## src/rtl/cardio_mlp_feeder_if.sv

```systemverilog
// rtl/cardio_mlp_feeder_if.sv - feature-in and result-out handshake bundle for the cardio MLP feeder
interface cardio_mlp_feeder_if #(
    parameter int FEAT_W = 4,
    parameter int OUT_W  = 22
) ();
    logic              feat_valid;
    logic [FEAT_W-1:0] feat_data;
    logic              feat_last;
    logic              feat_ready;
    logic              res_valid;
    logic [OUT_W-1:0]  res_data;
    logic              res_ready;
    logic              frame_err;

    // master: feature source plus result consumer; slave: the feeder itself
    modport master (
        output feat_valid, feat_data, feat_last, res_ready,
        input  feat_ready, res_valid, res_data, frame_err
    );

    modport slave (
        input  feat_valid, feat_data, feat_last, res_ready,
        output feat_ready, res_valid, res_data, frame_err
    );
endinterface

```

## src/rtl/cardio_mlp_feeder.sv

```systemverilog
// rtl/cardio_mlp_feeder.sv - assembles 21 features into the regressor vector and returns its settled output
// Optional framing check on feat_last enabled by FEEDER_LAST_CHECK_EN.
module cardio_mlp_feeder #(
    parameter int NUM_FEAT   = 21,
    parameter int FEAT_W     = 4,
    parameter int OUT_W      = 22,
    parameter int SETTLE_CYC = 2
) (
    input  logic                       clk,
    input  logic                       rst,
    cardio_mlp_feeder_if.slave         bus,
    output logic [NUM_FEAT*FEAT_W-1:0] vec,
    input  logic [OUT_W-1:0]           res_in
);
    localparam int IDX_W = $clog2(NUM_FEAT);
    localparam int CNT_W = $clog2(SETTLE_CYC) + 1;
    localparam int VEC_W = NUM_FEAT * FEAT_W;
    localparam logic [IDX_W-1:0] LAST_IDX = IDX_W'(NUM_FEAT - 1);
    localparam logic [CNT_W-1:0] CNT_INIT = CNT_W'(SETTLE_CYC - 1);

    typedef enum logic [1:0] {
        LOAD   = 2'd0,
        SETTLE = 2'd1,
        RESULT = 2'd2
    } state_t;

    state_t           state_q;
    state_t           state_d;
    logic [IDX_W-1:0] idx_q;
    logic [CNT_W-1:0] cnt_q;
    logic [VEC_W-1:0] vec_q;
    logic [OUT_W-1:0] res_data_q;
    logic             res_valid_q;

    logic feat_ready;
    logic accept;
    logic is_last;
    logic frame_bad;

    // ready is held low while reset is asserted even though the state already reads LOAD
    assign feat_ready = (state_q == LOAD) && !rst;
    assign accept     = bus.feat_valid && feat_ready;
    assign is_last    = (idx_q == LAST_IDX);

`ifdef FEEDER_LAST_CHECK_EN
    logic frame_err_q;

    assign frame_bad = (bus.feat_last != is_last);

    always_ff @(posedge clk or posedge rst) begin
        if (rst) begin
            frame_err_q <= 1'b0;
        end else begin
            frame_err_q <= accept && frame_bad;
        end
    end

    assign bus.frame_err = frame_err_q;
`else
    logic unused_last;

    assign frame_bad     = 1'b0;
    assign unused_last   = bus.feat_last;
    assign bus.frame_err = 1'b0;
`endif

    always_ff @(posedge clk or posedge rst) begin
        if (rst) begin
            state_q <= LOAD;
        end else begin
            state_q <= state_d;
        end
    end

    always_comb begin
        state_d = state_q;
        case (state_q)
            LOAD: begin
                if (accept && is_last && !frame_bad) begin
                    state_d = SETTLE;
                end
            end
            SETTLE: begin
                if (cnt_q == '0) begin
                    state_d = RESULT;
                end
            end
            RESULT: begin
                if (res_valid_q && bus.res_ready) begin
                    state_d = LOAD;
                end
            end
            default: state_d = LOAD;
        endcase
    end

    always_ff @(posedge clk or posedge rst) begin
        if (rst) begin
            idx_q       <= '0;
            cnt_q       <= '0;
            vec_q       <= '0;
            res_data_q  <= '0;
            res_valid_q <= 1'b0;
        end else begin
            case (state_q)
                LOAD: begin
                    if (accept) begin
                        if (frame_bad) begin
                            // a mis-framed feature is dropped along with the partial frame
                            vec_q <= '0;
                            idx_q <= '0;
                        end else begin
                            vec_q[idx_q*FEAT_W +: FEAT_W] <= bus.feat_data;
                            if (is_last) begin
                                idx_q <= '0;
                                cnt_q <= CNT_INIT;
                            end else begin
                                idx_q <= idx_q + 1'b1;
                            end
                        end
                    end
                end
                SETTLE: begin
                    if (cnt_q == '0) begin
                        res_data_q  <= res_in;
                        res_valid_q <= 1'b1;
                    end else begin
                        cnt_q <= cnt_q - 1'b1;
                    end
                end
                RESULT: begin
                    if (res_valid_q && bus.res_ready) begin
                        res_valid_q <= 1'b0;
                        vec_q       <= '0;
                    end
                end
                default: ;
            endcase
        end
    end

    assign bus.feat_ready = feat_ready;
    assign bus.res_valid  = res_valid_q;
    assign bus.res_data   = res_data_q;
    assign vec            = vec_q;
endmodule

```

## src/flat_wrapper.sv

```systemverilog
// flat-port wrapper written by rule: the top's interface ports become plain ports
module cardio_mlp_feeder_flat 
#(
    parameter int NUM_FEAT   = 21,
    parameter int FEAT_W     = 4,
    parameter int OUT_W      = 22,
    parameter int SETTLE_CYC = 2
)
  (clk, rst, vec, res_in, bus_feat_valid, bus_feat_data, bus_feat_last, bus_res_ready, bus_feat_ready, bus_res_valid, bus_res_data, bus_frame_err);
  cardio_mlp_feeder_if #(.FEAT_W(FEAT_W), .OUT_W(OUT_W)) bus_i ();
  input  logic clk;
  input  logic rst;
  output logic [NUM_FEAT*FEAT_W-1:0] vec;
  input  logic [OUT_W-1:0] res_in;
  input wire logic [$bits(bus_i.feat_valid)-1:0] bus_feat_valid;
  input wire logic [$bits(bus_i.feat_data)-1:0] bus_feat_data;
  input wire logic [$bits(bus_i.feat_last)-1:0] bus_feat_last;
  input wire logic [$bits(bus_i.res_ready)-1:0] bus_res_ready;
  output wire logic [$bits(bus_i.feat_ready)-1:0] bus_feat_ready;
  output wire logic [$bits(bus_i.res_valid)-1:0] bus_res_valid;
  output wire logic [$bits(bus_i.res_data)-1:0] bus_res_data;
  output wire logic [$bits(bus_i.frame_err)-1:0] bus_frame_err;
  assign bus_i.feat_valid = bus_feat_valid;
  assign bus_i.feat_data = bus_feat_data;
  assign bus_i.feat_last = bus_feat_last;
  assign bus_i.res_ready = bus_res_ready;
  assign bus_feat_ready = bus_i.feat_ready;
  assign bus_res_valid = bus_i.res_valid;
  assign bus_res_data = bus_i.res_data;
  assign bus_frame_err = bus_i.frame_err;
  cardio_mlp_feeder #(.NUM_FEAT(NUM_FEAT), .FEAT_W(FEAT_W), .OUT_W(OUT_W), .SETTLE_CYC(SETTLE_CYC)) u_core (.clk(clk), .rst(rst), .bus(bus_i), .vec(vec), .res_in(res_in));
endmodule
```

## config.mk

```make
export PLATFORM = sky130hd
export DESIGN_NAME = cardio_mlp_feeder_flat
export DESIGN_NICKNAME = d
export VERILOG_FILES = /design/src/rtl/cardio_mlp_feeder_if.sv /design/src/rtl/cardio_mlp_feeder.sv /design/src/flat_wrapper.sv
export SDC_FILE = /design/constraint.sdc
export NUM_CORES = 1
export LEC_CHECK = 0
export CAP_MARGIN = 25
export CORE_MARGIN = 10
export CORE_UTILIZATION = 44
export DETAILED_ROUTE_END_ITERATION = 10
export PLACE_DENSITY_LB_ADDON = 0.25
export SLEW_MARGIN = 20
export SYNTH_ARGS = -nofsm -noshare
export SYNTH_HDL_FRONTEND = slang
export SYNTH_SLANG_ARGS = --single-unit
```

## constraint.sdc

```tcl
create_clock -name clk -period 3.75 [get_ports clk]
set_clock_uncertainty 0.2 [all_clocks]
set_input_delay 0.5625 -clock clk [delete_from_list [all_inputs] [get_ports clk]]
set_output_delay 0.5625 -clock clk [all_outputs]
set_load 0.02 [all_outputs]
```

route_heat.png
Bar = 50 um. 26 x 26 tiles, from black (low) to pale yellow (high), scaled to the fullest tile. Values are wire area over tile area, all layers added.
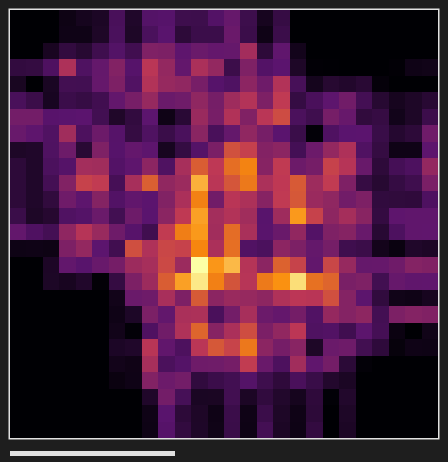
The mean over all tiles is 0.15. The emptiest ninth of the die: bottom left. The fullest tile reaches 0.68.

m2.png
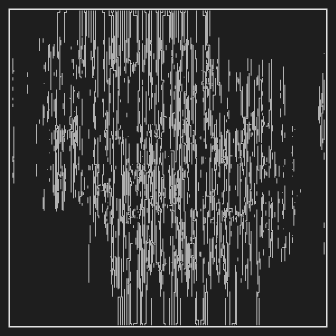
The layer carries 8,060 um of wire. 599 nets have wire on it.

==> results.txt <==
Synthesis and place-and-route results.

- The combined flip-flop and latch cell area is 2903 um^2.
- The arrival time at the worst endpoint is 3.61 ns.
- The flow inserted around 150 tap cells.
- The met1 global-route usage is 0.2298.
- TritonCTS built the clock tree.
- In this run the critical register-to-register path is launched from u_core.idx_q[1]$_DFFE_PP0P_.
- The first-pass GRT wire length is 25,090 um.
- The layout stage reports a final design area of around 7500 um^2.
- The worst hold slack is roughly 0.28 ns.
- According to the hold report, the worst path is of the flop to flop type.
- The worst pin sits at a relative slew slack of 0.5674.
- The total area inside the core boundary comes to ~12,000 um^2.
- The final-layout clock buffer total is 18.
- STA classifies the critical path startpoint as a flop.
- In this run, CTS created clock tree buffers numbering 17.
- After detailed routing, the total wire length is 15,920 um.
- The number of max-slew violations in the final report is 0.
- The vias per cell is 5.800.
- The total power consumption of the routed design is 6.881 mW.
- The shortest period the worst path allows is 3.480 ns.
- The remaining routing DRC violations is 0.
- Data on the critical path is required at its endpoint by 3.88 ns.
- The maximum number of pins on one net before global-route repair is 62.
- Per the synthesis report, the simple-gate share of the synthesized area is 0.1643.
- The measured slew at the worst slew-check pin is 0.6476 ns.
- The main area contributors are dfrtp_1 (55%), mux2_2 (5.5%), o21ai_0 (5.2%).
- The cell class ranked first by area is registers.
- The maximum fanout count along the critical path is 11.
- The run finished with clean final reports.
- The number of global-route vias before repair is 4,678.
- The signed area change from the synthesized netlist to the final layout is 40.73%.
- The cell with the most instances after synthesis is dfrtp_1.
- The non-clock inverters instantiated in the layout total 15.
- The biggest area contributor in the post-synthesis netlist is dfrtp_1.
- The kind of critical path is flop to flop.
- The startpoint of the lowest-slack hold path is u_core.vec[43]$_DFFE_PP0P_.
- The largest individual stage delay along the critical path comes from the cell dfrtp_1.
- For this design, the CTS-stage hold fixing added 0 buffers.
- The synthesis run shows the most used standard cells to be dfrtp_1 (116), nand2_1 (58), o21ai_0 (55).
- The buffer_ports step reported a buffer count of 137.
- The final setup violation count is 0.
- The layout has between 900 and 1,000 filler cells.
- The power density normalized to cell area is 921.0 nW/um^2.
- The count of cell types in the netlist is ~64.
- The final route contains between 4,000 and 5,000 vias.
- The fmax is about 290 MHz.
==> worst max-delay path, delay by kind of cell (launching register included) <==
kind            cells  cell delay (ns)
buf+inv             1             0.14
flops               1             0.58
fa+ha+maj           2             0.83
compound gates      2             0.37
simple gates        5             1.29
==> metal layers <==
metal  vias up  wire [um]
met5         -          0
met3        23       1258
met4         0        259
met2       206       8060
met1      2274       6343
li1       2114          -
==> sequential cells by signal, indices dropped and copies added, names as in the netlist <==
signal and cells:
u_core.bus.res_data 22, u_core.idx_q 5, u_core.bus.res_valid 1, u_core.cnt_q 2, u_core.state_q 2, u_core.vec 84
==> power by group <==
part / internal (mW) / switching, mW / leakage [nW]
registers: 1.67 / 0.295 / 1.52
clock network: 1.17 / 0.577 / 0.294
logic: 1.31 / 1.85 / 1.30
total: 4.16 / 2.73 / 3.11
Power figures rest on the tool's default switching activity, not on a simulated workload.
